m1.png
Bar = 20 um.
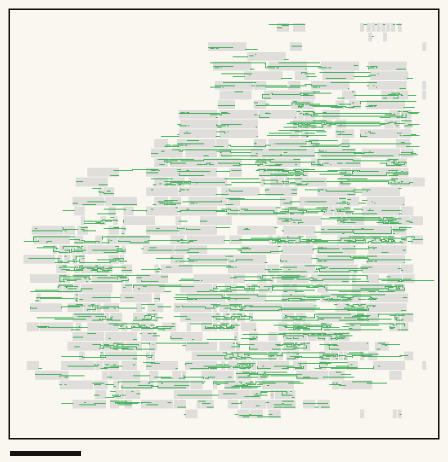
m2.png
Bar = 20 um.
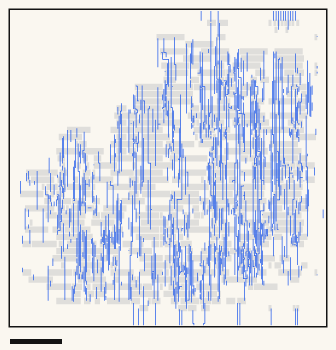
$ cat src/rtl/ps2_kbd_rx.sv
// ps2_kbd_rx : PS/2 keyboard receiver for the CPU keyboard input path.
//
// Conditions the raw PS/2 clock and data lines, deframes 11-bit frames
// (start, 8 data LSB first, parity, stop) and queues good bytes in a small
// FIFO. The CPU reads a registered status/data word and pops the head byte
// with a single-cycle strobe.
//
// Ports:
//   clock     50 MHz system clock
//   rst       asynchronous active-high reset
//   ps2_clk   raw PS/2 clock from the device (asynchronous)
//   ps2_data  raw PS/2 data from the device (asynchronous)
//   pop       single-cycle strobe, discard the FIFO head
//   clr_err   single-cycle strobe, clear the overrun and frame_err flags
//   rd_data   {17'b0, count[3:0], frame_err, overrun, valid, head[7:0]}
//   valid     FIFO not empty
//
// Build option:
//   PS2_PARITY_EN  when defined, odd parity is checked and a parity failure
//                  discards the frame and sets frame_err. When undefined the
//                  parity bit is consumed and ignored.

module ps2_kbd_rx #(
   parameter int FIFO_DEPTH     = 8,
   parameter int TIMEOUT_CYCLES = 5000,
   parameter int FILTER_LEN     = 4
) (
   input  logic        clock,
   input  logic        rst,
   input  logic        ps2_clk,
   input  logic        ps2_data,
   input  logic        pop,
   input  logic        clr_err,
   output logic [31:0] rd_data,
   output logic        valid
);

   localparam int PTR_W = (FIFO_DEPTH > 1) ? $clog2(FIFO_DEPTH) : 1;
   localparam int CNT_W = PTR_W + 1;
   localparam int TO_W  = $clog2(TIMEOUT_CYCLES);
   localparam int FL_W  = $clog2(FILTER_LEN + 1);

   typedef enum logic [1:0] {IDLE, DATA, PARITY, STOP} frameState_t;

   logic [1:0]       clkSync;
   logic [1:0]       dataSync;
   logic             filtClk;
   logic             filtPrev;
   logic [FL_W-1:0]  filtCnt;
   logic             bitEvent;
   logic             bitData;

   frameState_t      state;
   frameState_t      stateNext;
   logic [2:0]       bitIdx;
   logic [7:0]       shiftReg;
   logic [TO_W-1:0]  timeoutCnt;
   logic             timedOut;
   logic             parityOk;
   logic             stopEvent;
   logic             pushPending;
   logic             errPending;

   logic [7:0]       mem [FIFO_DEPTH];
   logic [PTR_W-1:0] wrPtr;
   logic [PTR_W-1:0] rdPtr;
   logic [PTR_W-1:0] rdPtrNext;
   logic [CNT_W-1:0] count;
   logic [CNT_W-1:0] countNext;
   logic             doPush;
   logic             doPop;
   logic             overrun;
   logic             frameErr;
   logic             overrunNext;
   logic             frameErrNext;
   logic [7:0]       headNext;
   logic [3:0]       countWide;

`ifdef PS2_PARITY_EN
   logic             parityBit;
`endif

   // Two-flop synchronizers for both lines. They reset to the idle-high
   // level so that reset release never looks like a falling clock edge.
   always_ff @(posedge clock or posedge rst) begin
      if (rst) begin
         clkSync  <= 2'b11;
         dataSync <= 2'b11;
      end else begin
         clkSync  <= {clkSync[0], ps2_clk};
         dataSync <= {dataSync[0], ps2_data};
      end
   end

   // Glitch filter on the synchronized clock: the filtered level only flips
   // once FILTER_LEN consecutive samples disagree with it; any agreeing
   // sample restarts the run. filtPrev keeps last cycle's level for edge
   // detection.
   always_ff @(posedge clock or posedge rst) begin
      if (rst) begin
         filtClk  <= 1'b1;
         filtPrev <= 1'b1;
         filtCnt  <= '0;
      end else begin
         filtPrev <= filtClk;
         if (clkSync[1] != filtClk) begin
            if (filtCnt == FL_W'(FILTER_LEN - 1)) begin
               filtClk <= clkSync[1];
               filtCnt <= '0;
            end else begin
               filtCnt <= filtCnt + 1'b1;
            end
         end else begin
            filtCnt <= '0;
         end
      end
   end

   assign bitEvent = filtPrev & ~filtClk;
   assign bitData  = dataSync[1];
   assign timedOut = (state != IDLE) && (timeoutCnt == TO_W'(TIMEOUT_CYCLES - 1));

`ifdef PS2_PARITY_EN
   assign parityOk = ^{shiftReg, parityBit};
`else
   assign parityOk = 1'b1;
`endif

   assign stopEvent = bitEvent && (state == STOP);

   // Frame next-state logic. A bit event takes priority over the timeout,
   // since the event also restarts the idle counter.
   always_comb begin
      stateNext = state;
      if (bitEvent) begin
         case (state)
            IDLE:    if (!bitData) stateNext = DATA;
            DATA:    if (bitIdx == 3'd7) stateNext = PARITY;
            PARITY:  stateNext = STOP;
            STOP:    stateNext = IDLE;
            default: stateNext = IDLE;
         endcase
      end else if (timedOut) begin
         stateNext = IDLE;
      end
   end

   // Frame state register and deframing datapath. The byte stays in shiftReg
   // through the push cycle because no new shifting can begin until a fresh
   // start bit arrives many clocks later.
   always_ff @(posedge clock or posedge rst) begin
      if (rst) begin
         state       <= IDLE;
         bitIdx      <= '0;
         shiftReg    <= '0;
         timeoutCnt  <= '0;
         pushPending <= 1'b0;
         errPending  <= 1'b0;
`ifdef PS2_PARITY_EN
         parityBit   <= 1'b0;
`endif
      end else begin
         state       <= stateNext;
         pushPending <= stopEvent && bitData && parityOk;
         errPending  <= stopEvent && !(bitData && parityOk);
         if (bitEvent || state == IDLE || timedOut) begin
            timeoutCnt <= '0;
         end else begin
            timeoutCnt <= timeoutCnt + 1'b1;
         end
         if (bitEvent) begin
            case (state)
               IDLE: bitIdx <= '0;
               DATA: begin
                  shiftReg <= {bitData, shiftReg[7:1]};
                  bitIdx   <= bitIdx + 1'b1;
               end
`ifdef PS2_PARITY_EN
               PARITY: parityBit <= bitData;
`endif
               default: ;
            endcase
         end
      end
   end

   // FIFO bookkeeping. A pop on a full FIFO frees the slot the same cycle, so
   // a coincident push is accepted. The head and flags are computed from the
   // post-update state so rd_data and valid change together.
   always_comb begin
      doPop        = pop && (count != '0);
      doPush       = pushPending && ((count != CNT_W'(FIFO_DEPTH)) || doPop);
      countNext    = count + CNT_W'(doPush) - CNT_W'(doPop);
      rdPtrNext    = doPop ? rdPtr + 1'b1 : rdPtr;
      overrunNext  = (pushPending && !doPush) || (overrun && !clr_err);
      frameErrNext = errPending || (frameErr && !clr_err);
      countWide    = 4'(countNext);
      headNext     = mem[rdPtrNext];
      if (countNext == '0) begin
         headNext = 8'h00;
      end else if (doPush && ((count == '0) || (count == CNT_W'(1) && doPop))) begin
         headNext = shiftReg;
      end
   end

   // FIFO storage has no reset; entries are only read once written.
   always_ff @(posedge clock) begin
      if (doPush) begin
         mem[wrPtr] <= shiftReg;
      end
   end

   // FIFO pointers, sticky flags and the registered CPU read word.
   always_ff @(posedge clock or posedge rst) begin
      if (rst) begin
         wrPtr    <= '0;
         rdPtr    <= '0;
         count    <= '0;
         overrun  <= 1'b0;
         frameErr <= 1'b0;
         rd_data  <= '0;
      end else begin
         if (doPush) begin
            wrPtr <= wrPtr + 1'b1;
         end
         rdPtr    <= rdPtrNext;
         count    <= countNext;
         overrun  <= overrunNext;
         frameErr <= frameErrNext;
         rd_data  <= {17'b0, countWide, frameErrNext, overrunNext,
                      (countNext != '0), headNext};
      end
   end

   assign valid = rd_data[8];

endmodule

$ cat config.mk
export PLATFORM = sky130hd
export DESIGN_NAME = ps2_kbd_rx
export DESIGN_NICKNAME = d
export VERILOG_FILES = /design/src/rtl/ps2_kbd_rx.sv
export SDC_FILE = /design/constraint.sdc
export NUM_CORES = 1
export LEC_CHECK = 0
export CORE_MARGIN = 3
export CORE_UTILIZATION = 43
export DETAILED_ROUTE_END_ITERATION = 8
export PLACE_DENSITY = 0.7
export REMOVE_ABC_BUFFERS = 1
export SLEW_MARGIN = 25
export SYNTH_ARGS = -nofsm -noshare
export SYNTH_HDL_FRONTEND = slang
export SYNTH_SLANG_ARGS = --single-unit
export TNS_END_PERCENT = 1
$ cat constraint.sdc
create_clock -name clock -period 4.1 [get_ports clock]
set_input_delay 0.82 -clock clock [delete_from_list [all_inputs] [get_ports clock]]
set_output_delay 0.82 -clock clock [all_outputs]
set_load 0.01 [all_outputs]
==> flow_summary.json <==
{
  "buf_share": 0.0427,
  "met2_usage": 0.261,
  "max-cap-violations": 0,
  "ys_area_sq_mm": 0.00564,
  "finish.cell_count_without_fillers": 640,
  "topCellsByArea": "sky130_fd_sc_hd__edfxtp_1 34%, sky130_fd_sc_hd__dfrtp_1 23%, sky130_fd_sc_hd__mux2i_1 6.0%",
  "whs_path_depth": 0,
  "post_synth_num_cell_types": 49,
  "final.clkbuf_count": 20,
  "fillers": 1116,
  "clock_sinks": 122,
  "layout.sequential_cells": 122,
  "seqCellArea_sq_mm": 0.00338,
  "floorplan.initialDensity": 0.443,
  "cts-root-to-sink-buffers": 2,
  "p_clk_uw": 1390,
  "final_layout_net_count": 477,
  "final_hold_slack_ns": 0.354,
  "p_seq_frac": 0.376,
  "path_max_fanout": 9,
  "final_max_slew_viol_count": 0,
  "slew-limit-headroom": 0.355,
  "run_status": "completed",
  "p_sw_uw": 1400,
  "critical_path.n_buffers_inverters": 1,
  "grt_use_total": 0.157,
  "pin_count": 39,
  "critical_path_arrival_ns": 3.59,
  "ys.flops": 122,
  "crit_path_start_kind": "register",
  "met3WireLength_um": 306,
  "signal_buffers": 30,
  "yosys-dominant-comb-family": "multiplexers",
  "drt_pre_antenna_iters": 5,
  "root_cell_of_the_clock_tree": "sky130_fd_sc_hd__clkbuf_16",
  "globalRoute.totalOverflow": 0,
  "worst_ep_required_time_ns": 4.40,
  "post_syn_instances": 428,
  "biggestCellCategory": "flip-flops and latches",
  "yosys_warning_count": 0,
  "clkLatencyLatePin_ns": 0.42,
  "top_cell_area_share": 0.341,
  "max_flop_register": "mem",
  "detailroute.wirelength.met2_mm": 5.26,
  "drc": 0,
  "r2r_slack_ns": 0.81,
  "simple_gate_area_frac": 0.0961,
  "dpl.hpwl_mm": 6.98,
  "lay_top_cells": "64 x sky130_fd_sc_hd__edfxtp_1, 52 x sky130_fd_sc_hd__dfrtp_1, 34 x sky130_fd_sc_hd__mux2i_1",
  "synth_seq_share": 0.600,
  "inv_count": 13,
  "min_from": "clkSync[0]",
  "seq-power_uw": 1650,
  "number_of_enable_type_register_cells_in_the_synthesized_netlist": 64,
  "maxUsedRoutingLayer": "met4",
  "post_cts_hold_buffer_count": 0,
  "worstHoldEndpoint": "clkSync[1]",
  "postSynth.asyncResetShare": 0.475,
  "xor_share": 0.0249,
  "layout.clock.cell_area_share": 0.0868,
  "cts_buffers": 17,
  "finalHoldViolations": 0,
  "syn_avg_cell_area_sq_um": 13.2
}
About m1.png:
- wire length on this layer: 4,630 um
- main direction: horizontal
- longest straight run: 25.8 um
met1 Track Usage GR: 0.197
routed vias: 3,351
Detailed Route WL: 10.4 mm

About m2.png:
- nets with wire on the layer: 410
- longest straight run: 47.6 um
- share of all routed wire: 51%
- main direction: vertical

